`config.mk`:
```
export PLATFORM = sky130hd
export DESIGN_NAME = throw_turn_ctl
export DESIGN_NICKNAME = d
export VERILOG_FILES = /design/src/rtl/throw_turn_ctl.sv
export SDC_FILE = /design/constraint.sdc
export NUM_CORES = 1
export LEC_CHECK = 0
export CAP_MARGIN = 20
export CELL_PAD_IN_SITES_DETAIL_PLACEMENT = 1
export CELL_PAD_IN_SITES_GLOBAL_PLACEMENT = 2
export CORE_MARGIN = 3
export CORE_UTILIZATION = 34
export DETAILED_ROUTE_END_ITERATION = 10
export GPL_TIMING_DRIVEN = 0
export PLACE_DENSITY = 0.85
export SLEW_MARGIN = 40
export SYNTH_ARGS = -nofsm -noshare
export SYNTH_HDL_FRONTEND = slang
export SYNTH_SLANG_ARGS = --single-unit
```
`constraint.sdc`:
```
create_clock -name clk_i -period 3.3 [get_ports clk_i]
set_input_delay 0.495 -clock clk_i [delete_from_list [all_inputs] [get_ports clk_i]]
set_output_delay 0.495 -clock clk_i [all_outputs]
set_load 0.05 [all_outputs]
```
`src/rtl/throw_turn_ctl.sv`:
```
// Turn/launch sequencer: force-meter charge on mouse button, timed throw enable, hit scoring, game over.
// Build option AUTO_DOG_EN: the dog throws on its own with an LFSR-derived force.
module throw_turn_ctl #(
   parameter int unsigned TICK_DIV     = 1300000,
   parameter int unsigned FORCE_STEP   = 16,
   parameter int unsigned FLIGHT_TICKS = 60,
   parameter int unsigned MAX_HP       = 5
) (
   input  logic       clk_i,
   input  logic       rst_i,
   input  logic       btn_i,
   input  logic       hit_cat_i,
   input  logic       hit_dog_i,
   output logic [9:0] throw_force_o,
   output logic       enable_cat_o,
   output logic       enable_dog_o,
   output logic       turn_o,
   output logic [2:0] cat_hp_o,
   output logic [2:0] dog_hp_o,
   output logic       charging_o,
   output logic       game_over_o,
   output logic       winner_o
);

   // state   | meaning
   // IDLE    | waiting for a fresh press (or auto dog tick)
   // CHARGE  | button held, meter ping-pongs each tick
   // FLIGHT  | active player's enable high for FLIGHT_TICKS ticks
   // RESOLVE | apply hit to opponent, pick next turn or end
   // OVER    | game finished, press restarts
   typedef enum logic [2:0] {
      S_IDLE, S_CHARGE, S_FLIGHT, S_RESOLVE, S_OVER
   } state_e;

   localparam int TICK_W = (TICK_DIV > 1) ? $clog2(TICK_DIV) : 1;
   localparam int FLT_W  = $clog2(FLIGHT_TICKS + 1);
   localparam logic [2:0]  HP_INIT = 3'(MAX_HP);
   localparam logic [10:0] STEP    = 11'(FORCE_STEP);

   state_e             state_q, state_d;
   logic [9:0]         meter_q, meter_d;
   logic               dir_q, dir_d;
   logic [9:0]         force_q, force_d;
   logic               turn_q, turn_d;
   logic [2:0]         cat_hp_q, cat_hp_d;
   logic [2:0]         dog_hp_q, dog_hp_d;
   logic               winner_q, winner_d;
   logic               hit_q, hit_d;
   logic [FLT_W-1:0]   flt_cnt_q, flt_cnt_d;
   logic [TICK_W-1:0]  tick_cnt_q;
   logic               btn_s1_q, btn_s2_q, btn_s3_q;
   logic               tick, press, release_ev, hit_acc;
   logic [2:0]         opp_hp, opp_hp_dec;
   logic [10:0]        meter_up;

   assign tick       = (tick_cnt_q == TICK_W'(TICK_DIV - 1));
   assign press      = btn_s2_q & ~btn_s3_q;
   assign release_ev = ~btn_s2_q & btn_s3_q;
   assign hit_acc    = turn_q ? hit_dog_i : hit_cat_i;
   assign opp_hp     = turn_q ? cat_hp_q : dog_hp_q;
   assign opp_hp_dec = (hit_q && opp_hp != 3'd0) ? opp_hp - 3'd1 : opp_hp;
   assign meter_up   = {1'b0, meter_q} + STEP;

   always_ff @(posedge clk_i) begin
      if (rst_i) begin
         tick_cnt_q <= '0;
         btn_s1_q   <= 1'b0;
         btn_s2_q   <= 1'b0;
         btn_s3_q   <= 1'b0;
      end else begin
         tick_cnt_q <= tick ? '0 : tick_cnt_q + TICK_W'(1);
         btn_s1_q   <= btn_i;
         btn_s2_q   <= btn_s1_q;
         btn_s3_q   <= btn_s2_q;
      end
   end

`ifdef AUTO_DOG_EN
   logic [9:0] lfsr_q;

   // x^10 + x^7 + 1, maximal length
   always_ff @(posedge clk_i) begin
      if (rst_i) lfsr_q <= 10'h2A5;
      else       lfsr_q <= {lfsr_q[8:0], lfsr_q[9] ^ lfsr_q[6]};
   end
`endif

   always_ff @(posedge clk_i) begin
      if (rst_i) begin
         state_q   <= S_IDLE;
         meter_q   <= '0;
         dir_q     <= 1'b0;
         force_q   <= '0;
         turn_q    <= 1'b0;
         cat_hp_q  <= HP_INIT;
         dog_hp_q  <= HP_INIT;
         winner_q  <= 1'b0;
         hit_q     <= 1'b0;
         flt_cnt_q <= '0;
      end else begin
         state_q   <= state_d;
         meter_q   <= meter_d;
         dir_q     <= dir_d;
         force_q   <= force_d;
         turn_q    <= turn_d;
         cat_hp_q  <= cat_hp_d;
         dog_hp_q  <= dog_hp_d;
         winner_q  <= winner_d;
         hit_q     <= hit_d;
         flt_cnt_q <= flt_cnt_d;
      end
   end

   always_comb begin
      state_d   = state_q;
      meter_d   = meter_q;
      dir_d     = dir_q;
      force_d   = force_q;
      turn_d    = turn_q;
      cat_hp_d  = cat_hp_q;
      dog_hp_d  = dog_hp_q;
      winner_d  = winner_q;
      hit_d     = hit_q;
      flt_cnt_d = flt_cnt_q;
      case (state_q)
         S_IDLE: begin
`ifdef AUTO_DOG_EN
            if (turn_q) begin
               if (tick) begin
                  force_d   = lfsr_q;
                  flt_cnt_d = '0;
                  state_d   = S_FLIGHT;
               end
            end else
`endif
            if (press) begin
               meter_d = '0;
               dir_d   = 1'b0;
               state_d = S_CHARGE;
            end
         end
         S_CHARGE: begin
            // release wins over a same-cycle tick so the force is the value the player saw
            if (release_ev) begin
               force_d   = meter_q;
               flt_cnt_d = '0;
               state_d   = S_FLIGHT;
            end else if (tick) begin
               if (!dir_q) begin
                  if (meter_up > 11'd1023) begin
                     meter_d = 10'd1023;
                     dir_d   = 1'b1;
                  end else begin
                     meter_d = meter_up[9:0];
                  end
               end else begin
                  if ({1'b0, meter_q} < STEP) begin
                     meter_d = '0;
                     dir_d   = 1'b0;
                  end else begin
                     meter_d = meter_q - STEP[9:0];
                  end
               end
            end
         end
         S_FLIGHT: begin
            if (hit_acc) hit_d = 1'b1;
            if (tick) begin
               if (flt_cnt_q == FLT_W'(FLIGHT_TICKS - 1)) state_d = S_RESOLVE;
               else flt_cnt_d = flt_cnt_q + FLT_W'(1);
            end
         end
         S_RESOLVE: begin
            if (turn_q) cat_hp_d = opp_hp_dec;
            else        dog_hp_d = opp_hp_dec;
            hit_d = 1'b0;
            if (opp_hp_dec == 3'd0) begin
               winner_d = turn_q;
               state_d  = S_OVER;
            end else begin
               turn_d  = ~turn_q;
               state_d = S_IDLE;
            end
         end
         S_OVER: begin
            if (press) begin
               cat_hp_d = HP_INIT;
               dog_hp_d = HP_INIT;
               turn_d   = 1'b0;
               winner_d = 1'b0;
               state_d  = S_IDLE;
            end
         end
         default: state_d = S_IDLE;
      endcase
   end

   assign throw_force_o = force_q;
   assign enable_cat_o  = (state_q == S_FLIGHT) && !turn_q;
   assign enable_dog_o  = (state_q == S_FLIGHT) && turn_q;
   assign turn_o        = turn_q;
   assign cat_hp_o      = cat_hp_q;
   assign dog_hp_o      = dog_hp_q;
   assign charging_o    = (state_q == S_CHARGE);
   assign game_over_o   = (state_q == S_OVER);
   assign winner_o      = winner_q;

endmodule

```
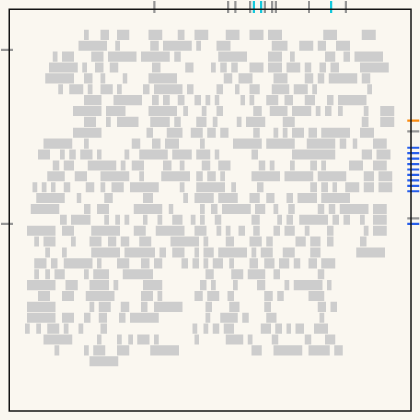
Figure 1: ports around the boundary.
(4 px per um) Pins as bars across the die edge, other pins in gray.
[cat_hp_o] cyan | pins: 3 | direction: output | edge: top
[throw_force_o] blue | pins: 10 | direction: output | edge: right
[winner_o] orange | pins: 1 | direction: output | edge: right
all pins by edge: 13 right, 12 top, 2 left
die y size: 100 um
die width: 100 um
count of input and output buffers: 25

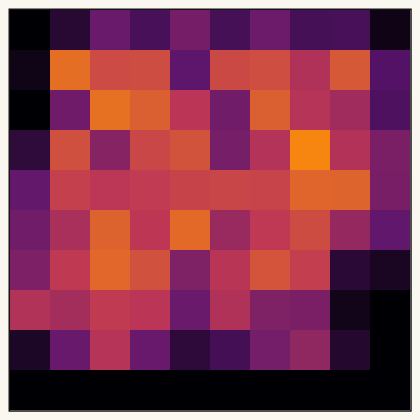
Figure 2: cell area per tile.
(4 px per um) 10 x 10 tiles, from black (low) to pale yellow (high), 0 to 100% covered.
fullest tile: 73%
mean over tiles: 35%
nearly empty tiles: 14%
emptiest ninth of the die: lower right
densest ninth of the die: center
core area: 8380 um^2
final core utilization: 42.8%
Core Density at Floorplan: 35.9%

==> flow_summary.ini <==
; synthesis and place-and-route metrics
[grt]
grt_first_pass_wirelength_um = 13000
grt_overflow = 0
grt_max_degree = 12
antenna_found_initial = 0
first_global_vias = 2686

[logic_synthesis]
yosys_area_um2 = 3010
top_area_cell = dfxtp_1
yosysCellCount = 365
synth_cells = 365
synthArstFlopShare_pct = 0
fp_nets = 377
ff_type = dfxtp_1
edf_count = 0
syn_area_per_cell_um2 = 8.24
most_common_cell = dfxtp_1

[clocking]
htreeDepth = 3
post_cts_resized = 0
clk_pin_slew_ps = 70
hold_buffers = 0
cts_buffer_depth = 2
tritoncts = built
cts_root_buffer = clkbuf_8

[cells_and_area]
lay_top_count = dfxtp_1
logic_area_um2 = 1720
drive_gt1_share_pct = 10.6
fillers = 1018
lay_top_cells = dfxtp_1, nor2_1, nand2_1

[power_and_ir_drop]
powerSeq_w = 0.000698
vdd_drop_max_mv = 0.240
p_int_w = 0.00107
seqPwrFrac_pct = 49.3
p_leak_nw = 1.31
p_clk_w = 0.000655
p_comb_w = 0.0000626
switching_power_w = 0.000347
comb_power_share_pct = 4.4
sw_frac_of_total_pct = 24.5
power_density_nw_per_um2 = 395
maxPowerGroup = sequential cells

[worst_setup_path]
worstPathArrival_ps = 2510
cp_data_required_time_ps = 2800
path_buffers = 4
critPathSlowestCell = clkdlybuf4s50_1
start_kind = flop
critPathMaxFanout = 10
crit_chain = clkbuf_1, clkbuf_1, inv_1, nor2_1, clkdlybuf4s50_1
critical_path.top_delay_family = buffers and inverters
reg2regPathDepth = 11
timing.rr.start = turn_o
cp_common_cell = clkbuf_1
cpPeakStageDelay_ps = 810
r2r-end = winner_o
r2r_slack_ps = 380

[timing]
holdWs_ps = 378
finalHoldViolations = 0
setup_viol = 0
relSlewSlack_pct = 49.0
slew_violations = 0
fin_crit_ps = 3000

[placement]
gp_congestion = 0.786
placed_cell_area_um2 = 3390
hpwlAfterDp_um = 5560

[drt]
drt-total-wl_um = 7740
drc_errors = 0
drtAntennaViolNets = 0
wl_per_cell_um = 15.1
viasPerCell = 5.25
num_vias = 2685

[floorplanning]
num_io_pins = 27
chipArea_um2 = 10000

[worst_hold_path]
hold_class = in2reg

[status]
outcome = complete, no violations

[job]
log.warning_count = 28
cap_violations = 0
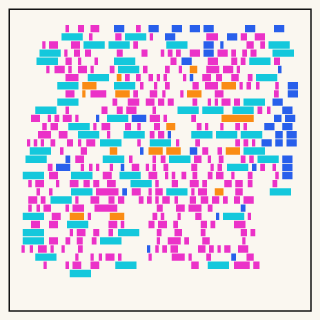
Figure 3: placement by cell class.
(3 px per um)
[all other logic] magenta | cells: 288
[other buffers and delay cells] blue | cells: 45
[clock drivers and dummy loads] orange | cells: 16
[flip-flops] cyan | cells: 57
Rows: 33
fraction of area in registers: 31.8%
Final Instance Area: 3580 um^2

-- sequential cells by signal, indices dropped and copies added, names as in the netlist --
signal         count
btn_s1_q           1
btn_s2_q           1
btn_s3_q           1
cat_hp_o           3
dir_q              1
dog_hp_o           3
flt_cnt_q          6
hit_q              1
meter_q            7
state_q            3
throw_force_o      7
tick_cnt_q        21
turn_o             1
winner_o           1
-- cells by family (layout without fill, tap and decap cells) --
| group | Yosys count | after routing | synth area share, % |
|---|---|---|---|
| AOI/OAI and AO/OA | 60 | 60 | 12.9 |
| xor gates and xnor gates | 27 | 27 | 7.86 |
| adders and majority gates | 8 | 8 | 3.24 |
| buffers and inverters | 29 | 70 | 4.99 |
| DFF | 57 | 57 | 37.9 |
| muxes | 8 | 8 | 2.70 |
| and+or+nand+nor | 176 | 176 | 30.4 |
-- how the worst max path moves through the flow --
stage	end	cells past startpoint	slack (ps)	start
after floorplan	winner_o	11	490	turn_o
after global placement	winner_o	11	520	turn_o
after detailed placement	winner_o	11	430	turn_o
after CTS	enable_dog_o	5	280	turn_o
after global routing	winner_o	11	90	turn_o
final	enable_dog_o	5	300	turn_o
-- per-layer routing --
layer	vias up	global-route usage [%]	wire length, um
li1	1336	-	-
met1	1303	20.5	3680
met2	39	27.2	3670
met3	7	4.86	306
met4	0	4.35	89
met5	-	0	0
-- area by class of cell --
class	instances	share of cell area [%]
multi-input combinational	279	47.9
sequential	57	31.8
timing repair buffer	25	6.98
tap	105	3.66
clock buffer	10	3.56
buffer	20	3.25
clock inverter	6	1.88
inverter	9	0.942
-- stage by stage --
step / utilization [%] / setup slack [ps] / instances
after global routing: 42.8 / 89.8 / 511
after detailed placement: 40.4 / 428 / 495
after CTS: 42.8 / 276 / 511
after global placement: 40.4 / 517 / 495
after floorplan: - / 491 / 365
final: 42.8 / 297 / 511
